### src/rtl/hazard_stall_ctrl_pkg.sv
// Shared types and constants for the hazard/stall controller and its detector.
package hazard_stall_ctrl_pkg;

  typedef enum logic [1:0] {
    S_IDLE = 2'd0,
    S_LOAD = 2'd1,
    S_PCOP = 2'd2
  } state_e;

  localparam int REG_W  = 3;
  localparam int WORD_W = 16;

  function automatic int max2(input int a, input int b);
    return (a > b) ? a : b;
  endfunction

endpackage

### src/rtl/hazard_stall_ctrl_hazard_detect.sv
// Combinational load-use and PC push/pop detection; zero latency, no flow control.
module hazard_detect
  import hazard_stall_ctrl_pkg::*;
(
  input  logic [REG_W-1:0] i_dec_rs,
  input  logic [REG_W-1:0] i_dec_rt,
  input  logic             i_dec_uses_rs,
  input  logic             i_dec_uses_rt,
  input  logic             i_ex_mem_read,
  input  logic             i_ex_write_back,
  input  logic [REG_W-1:0] i_ex_rd,
  input  logic             i_ex_push_pc,
  input  logic             i_ex_pop_pc,
  output logic             o_load_use,
  output logic             o_pcop
);

  logic rs_hit;
  logic rt_hit;

  assign rs_hit     = i_dec_uses_rs && (i_dec_rs == i_ex_rd);
  assign rt_hit     = i_dec_uses_rt && (i_dec_rt == i_ex_rd);
  assign o_load_use = i_ex_mem_read && i_ex_write_back && (rs_hit || rt_hit);
  assign o_pcop     = i_ex_push_pc || i_ex_pop_pc;

endmodule

### src/rtl/hazard_stall_ctrl.sv
// Pipeline stall/flush sequencer (Mealy outputs, same-cycle); inserts load bubbles and multi-word PC stalls.
// Optional HAZARD_PERF_CNT_EN adds a saturating count of PC-stalled cycles.
module hazard_stall_ctrl
  import hazard_stall_ctrl_pkg::*;
#(
  parameter int PC_WORDS          = 2,
  parameter int LOAD_STALL_CYCLES = 1,
  localparam int CW               = max2(1, $clog2(PC_WORDS))
) (
  input  logic             i_clk,
  input  logic             i_reset,
  input  logic [REG_W-1:0] i_dec_rs,
  input  logic [REG_W-1:0] i_dec_rt,
  input  logic             i_dec_uses_rs,
  input  logic             i_dec_uses_rt,
  input  logic             i_ex_mem_read,
  input  logic             i_ex_write_back,
  input  logic [REG_W-1:0] i_ex_rd,
  input  logic             i_ex_push_pc,
  input  logic             i_ex_pop_pc,
  input  logic             i_branch_taken,
  output logic             o_pc_enable,
  output logic             o_fd_enable,
  output logic             o_fd_flush,
  output logic             o_de_enable,
  output logic             o_de_flush,
  output logic [CW-1:0]    o_pc_word_sel,
  output logic             o_busy
`ifdef HAZARD_PERF_CNT_EN
  ,
  output logic [15:0]      o_stall_cycles
`endif
);

  localparam int CNT_W = max2(CW, max2(1, $clog2(LOAD_STALL_CYCLES)));
  localparam logic [CNT_W-1:0] PC_LAST   = CNT_W'(PC_WORDS - 1);
  localparam logic [CNT_W-1:0] LOAD_INIT = CNT_W'(LOAD_STALL_CYCLES - 1);
  localparam logic [CNT_W-1:0] CNT_ONE   = CNT_W'(1);

  state_e           state_q, state_d;
  logic [CNT_W-1:0] cnt_q, cnt_d;
  logic             pop_q, pop_d;
  logic             load_use;
  logic             pcop;

  hazard_detect u_detect (
    .i_dec_rs        (i_dec_rs),
    .i_dec_rt        (i_dec_rt),
    .i_dec_uses_rs   (i_dec_uses_rs),
    .i_dec_uses_rt   (i_dec_uses_rt),
    .i_ex_mem_read   (i_ex_mem_read),
    .i_ex_write_back (i_ex_write_back),
    .i_ex_rd         (i_ex_rd),
    .i_ex_push_pc    (i_ex_push_pc),
    .i_ex_pop_pc     (i_ex_pop_pc),
    .o_load_use      (load_use),
    .o_pcop          (pcop)
  );

  always_ff @(posedge i_clk or posedge i_reset) begin
    if (i_reset) begin
      state_q <= S_IDLE;
      cnt_q   <= '0;
      pop_q   <= 1'b0;
    end else begin
      state_q <= state_d;
      cnt_q   <= cnt_d;
      pop_q   <= pop_d;
    end
  end

  always_comb begin
    state_d       = state_q;
    cnt_d         = cnt_q;
    pop_d         = pop_q;
    o_pc_enable   = 1'b1;
    o_fd_enable   = 1'b1;
    o_de_enable   = 1'b1;
    o_fd_flush    = 1'b0;
    o_de_flush    = 1'b0;
    o_pc_word_sel = '0;
    unique case (state_q)
      S_IDLE: begin
        if (pcop) begin
          if (PC_WORDS > 1) begin
            o_pc_enable = 1'b0;
            o_fd_enable = 1'b0;
            o_de_enable = 1'b0;
            state_d     = S_PCOP;
            cnt_d       = PC_LAST;
            pop_d       = i_ex_pop_pc;
          end else if (i_ex_pop_pc) begin
            o_fd_flush = 1'b1;
            o_de_flush = 1'b1;
          end
        end else if (i_branch_taken) begin
          o_fd_flush = 1'b1;
          o_de_flush = 1'b1;
        end else if (load_use) begin
          o_pc_enable = 1'b0;
          o_fd_enable = 1'b0;
          o_de_flush  = 1'b1;
          if (LOAD_STALL_CYCLES > 1) begin
            state_d = S_LOAD;
            cnt_d   = LOAD_INIT;
          end
        end
      end
      // The bubble is older than any branch in decode, so branches are ignored here.
      S_LOAD: begin
        o_pc_enable = 1'b0;
        o_fd_enable = 1'b0;
        o_de_flush  = 1'b1;
        cnt_d       = cnt_q - CNT_ONE;
        if (cnt_q == CNT_ONE) begin
          state_d = S_IDLE;
        end
      end
      S_PCOP: begin
        o_pc_word_sel = CW'(PC_WORDS) - CW'(cnt_q);
        cnt_d         = cnt_q - CNT_ONE;
        if (cnt_q == CNT_ONE) begin
          state_d = S_IDLE;
          pop_d   = 1'b0;
          if (pop_q) begin
            o_fd_flush = 1'b1;
            o_de_flush = 1'b1;
          end
        end else begin
          o_pc_enable = 1'b0;
          o_fd_enable = 1'b0;
          o_de_enable = 1'b0;
        end
      end
      default: begin
        state_d = S_IDLE;
      end
    endcase
  end

  assign o_busy = (state_q != S_IDLE);

`ifdef HAZARD_PERF_CNT_EN
  logic [15:0] stall_q;

  always_ff @(posedge i_clk or posedge i_reset) begin
    if (i_reset) begin
      stall_q <= '0;
    end else if (!o_pc_enable && (stall_q != 16'hFFFF)) begin
      stall_q <= stall_q + 16'd1;
    end
  end

  assign o_stall_cycles = stall_q;
`endif

endmodule

### config.mk
export PLATFORM = sky130hd
export DESIGN_NAME = hazard_stall_ctrl
export DESIGN_NICKNAME = d
export VERILOG_FILES = /design/src/rtl/hazard_stall_ctrl_pkg.sv /design/src/rtl/hazard_stall_ctrl_hazard_detect.sv /design/src/rtl/hazard_stall_ctrl.sv
export SDC_FILE = /design/constraint.sdc
export NUM_CORES = 1
export LEC_CHECK = 0
export CORE_AREA = 5 5 42 44
export DETAILED_ROUTE_END_ITERATION = 7
export DIE_AREA = 0 0 47 49
export GPL_ROUTABILITY_DRIVEN = 0
export HOLD_SLACK_MARGIN = 0.12
export PLACE_DENSITY = 0.62
export SLEW_MARGIN = 20
export SYNTH_ARGS = -nofsm -noshare
export SYNTH_HDL_FRONTEND = slang
export SYNTH_SLANG_ARGS = --single-unit
### constraint.sdc
create_clock -name i_clk -period 1.35 [get_ports i_clk]
set_input_delay 0.135 -clock i_clk [delete_from_list [all_inputs] [get_ports i_clk]]
set_output_delay 0.135 -clock i_clk [all_outputs]
set_load 0.01 [all_outputs]
Figure 1. Met1 routing (run 1).
Scale bar: 10 um.
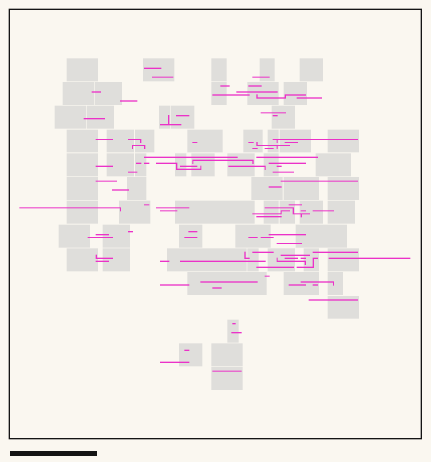
nets with wire on the layer = 60
main direction = horizontal
wire length on this layer = 256 um
share of all routed wire = 31%
longest straight run = 11.5 um

Figure 2. Signal wires on met2 (run 1).
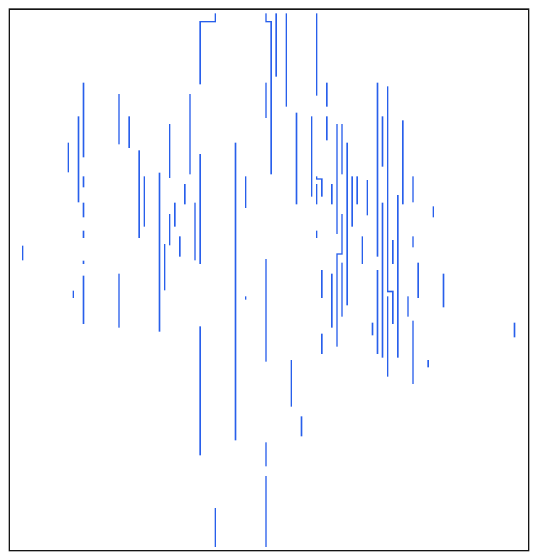
longest straight run = 26.9 um
main direction = vertical
wire length on this layer = 425 um
nets with wire on the layer = 71
share of all routed wire = 51%

Figure 3. Metal 3 (run 1).
Scale bar: 10 um.
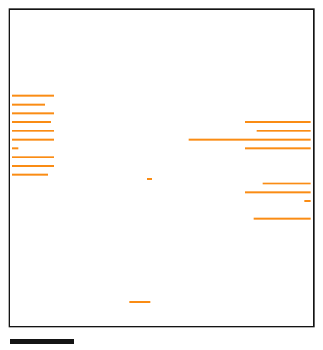
longest straight run = 18.6 um
share of all routed wire = 16%
wire length on this layer = 130 um
main direction = horizontal
nets with wire on the layer = 19

==> flow_metrics.tcl, run 1 <==
# place-and-route summary
set metrics [dict create \
    area_growth_syn_to_layout_pct 140 \
    startpoint_type "register" \
    drc 0 \
    drv_slew 0 \
    n_sequential_cell 3 \
    layout_top_cells "clkdlybuf4s50_1 (17), xnor2_1 (6), buf_4 (5), buf_6 (4)" \
    wl_per_cell_um 10.5 \
    routed-wl-met2_um 424 \
    status "finished with violations" \
    power-top-group "combinational logic" \
    crit_family "AND-OR/OR-AND gates" \
    sh_comb_area_pct 27.0 \
    cts_buffer_depth 2 \
    postLayoutSetupSlackWorst_ps -121 \
    crit_cells 5 \
    max_slew_margin_pct 85.5 \
    required_ps 1220 \
    clockRootBuffer "clkbuf_4" \
    die_w_um 47 \
    nNonClkInverters 4 \
    grt_pass1_vias 304 \
    path_max_fanout 4 \
    grt.busiest_layer "met2" \
    ys_cells 28 \
    warning_count 28 \
    clock_area_share_pct 4.47 \
    violations "negative setup slack" \
    synthCells 28 \
    r2r-end "pop_q" \
    yosysMostFrequentCell "xnor2_1" \
    adder_share_pct 0 \
    synth-area-yosys_sq_um 245 \
    layout_top_cell "clkdlybuf4s50_1" \
    hold_end "pop_q" \
    ys_sh_simple_pct 20.4 \
    grt.total_usage_pct 7.20 \
    taps 16 \
    arrival_ps 1340 \
    routed.top_layer "met4" \
    yosys-top-cells-count "xnor2_1 (6), a21oi_1 (3), dfrtp_1 (3)" \
    rows 14 \
    synthDistinctLibCells 16 \
    cts_num_sinks 3 \
    finalSetupViolations 5 \
    cts_resized 30 \
    topCellsByArea "dfrtp_1 (31%), xnor2_1 (21%), a21oi_1 (6.1%)" \
    p_seq_share_pct 15.9 \
    pwr-share-clk_pct 15.4 \
]
## Run 2: what changed since run 1
--- a/config.mk
+++ b/config.mk
@@ -6,6 +6,7 @@
 export NUM_CORES = 1
 export LEC_CHECK = 0
 export CORE_AREA = 5 5 42 44
+export CTS_CLUSTER_SIZE = 12
 export DETAILED_ROUTE_END_ITERATION = 7
 export DIE_AREA = 0 0 47 49
 export GPL_ROUTABILITY_DRIVEN = 0
Figure 4. Met1 routing (run 2).
Scale bar: 10 um.
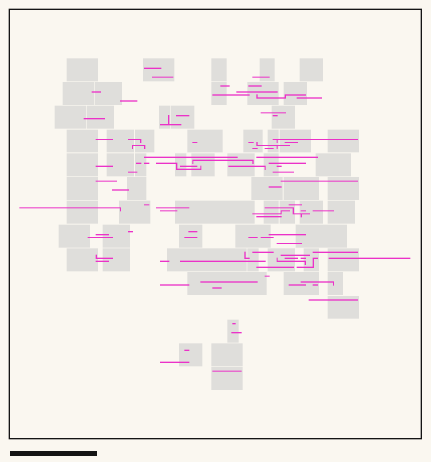
nets with wire on the layer = 60
share of all routed wire = 31%
longest straight run = 11.5 um
main direction = horizontal
wire length on this layer = 256 um

Figure 5. Metal 3 (run 2).
Scale bar: 10 um.
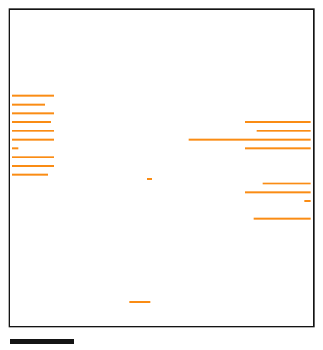
share of all routed wire = 16%
main direction = horizontal
longest straight run = 18.6 um

==> run 2 against run 1 <==
Effect of this change:
- the flow still finishes with violations (negative setup slack)
- hold slack unchanged
- synthesized area stayed put
- synthesized cell count is the same
- global-route usage unchanged
==> flow_metrics.tcl, run 2 <==
# place-and-route summary
set metrics [dict create \
    finalSetupViolations 5 \
    status "finished with violations" \
    drc 0 \
    arrival_ps 1340 \
    layout_top_cell "clkdlybuf4s50_1" \
    routed-wl-met2_um 424 \
    warning_count 28 \
    topCellsByArea "dfrtp_1 (31%), xnor2_1 (21%), a21oi_1 (6.1%)" \
    violations "negative setup slack" \
    ys_cells 28 \
    r2r-end "pop_q" \
    routed.top_layer "met4" \
    layout_top_cells "clkdlybuf4s50_1 (17), xnor2_1 (6), buf_4 (5), buf_6 (4)" \
    path_max_fanout 4 \
    n_sequential_cell 3 \
    cts_resized 30 \
    crit_family "AND-OR/OR-AND gates" \
    adder_share_pct 0 \
    yosysMostFrequentCell "xnor2_1" \
    startpoint_type "register" \
    yosys-top-cells-count "xnor2_1 (6), a21oi_1 (3), dfrtp_1 (3)" \
    wl_per_cell_um 10.5 \
    power-top-group "combinational logic" \
    synthCells 28 \
    drv_slew 0 \
    clock_area_share_pct 4.47 \
    taps 16 \
    ys_sh_simple_pct 20.4 \
    postLayoutSetupSlackWorst_ps -121 \
    cts_num_sinks 3 \
    grt_pass1_vias 304 \
]
## Run 3: what changed since run 2
--- a/config.mk
+++ b/config.mk
@@ -12,6 +12,7 @@
 export GPL_ROUTABILITY_DRIVEN = 0
 export HOLD_SLACK_MARGIN = 0.12
 export PLACE_DENSITY = 0.62
+export REMOVE_ABC_BUFFERS = 1
 export SLEW_MARGIN = 20
 export SYNTH_ARGS = -nofsm -noshare
 export SYNTH_HDL_FRONTEND = slang
Figure 6. Met1 routing (run 3).
Scale bar: 10 um.
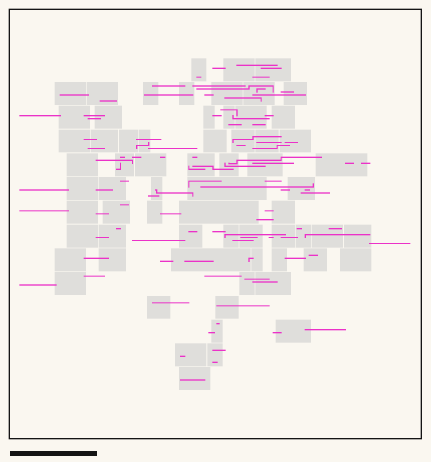
nets with wire on the layer = 71
longest straight run = 12.9 um
main direction = horizontal
share of all routed wire = 34%
wire length on this layer = 280 um

Figure 7. Signal wires on met2 (run 3).
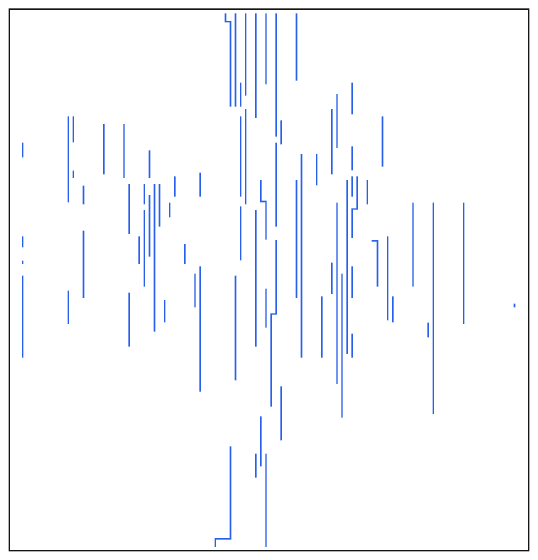
main direction = vertical
wire length on this layer = 444 um
nets with wire on the layer = 74
vias: 339
met2 Use GR: 13.8%
WL final: 830 um

==> run 3 against run 2 <==
Effect of this change:
- the flow still finishes with violations (negative setup slack)
- final area increased by 4.0%
- via count increased by 0.89%
- flip-flop count unchanged
- synthesized cell count unchanged
- critical endpoint unchanged
==> flow_metrics.tcl, run 3 <==
# place-and-route summary
set metrics [dict create \
    status "finished with violations" \
    violations "negative setup slack" \
    finalSetupViolations 4 \
    topCellsByArea "dfrtp_1 (31%), xnor2_1 (21%), a21oi_1 (6.1%)" \
    crit_family "AND-OR/OR-AND gates" \
    n_clock_buffer 4 \
    layout_top_cell "clkdlybuf4s50_1" \
    warning_count 27 \
    wl_per_cell_um 10.0 \
    power-top-group "combinational logic" \
    max_slew_margin_pct 82.1 \
    postLayoutSetupSlackWorst_ps -123 \
    die_w_um 47 \
    area_growth_syn_to_layout_pct 149 \
    drc 0 \
    grt.total_usage_pct 7.76 \
    cts_num_sinks 3 \
    synth-area-yosys_sq_um 245 \
    yosysMostFrequentCell "xnor2_1" \
    cts_buffer_depth 2 \
    arrival_ps 1340 \
    grt.busiest_layer "met2" \
    routed.top_layer "met3" \
    yosys-top-cells-count "xnor2_1 (6), a21oi_1 (3), dfrtp_1 (3)" \
    ys_sh_simple_pct 20.4 \
    clock_area_share_pct 4.29 \
    pg_comb_uw 717 \
    crit_cells 5 \
    sh_comb_area_pct 26.0 \
    ys_cells 28 \
    yosys_warnings 0 \
    adder_share_pct 0 \
    grt_pass1_vias 365 \
    layout_top_cells "clkdlybuf4s50_1 (17), buf_4 (9), xnor2_1 (6), buf_2 (4)" \
    cts_resized 27 \
    r2r-end "cnt_q" \
    pwr-share-clk_pct 15.0 \
    drv_slew 0 \
    required_ps 1220 \
    routed-wl-met2_um 443 \
    hold_end "pop_q" \
]
Power is estimated from default activity; no workload was simulated.
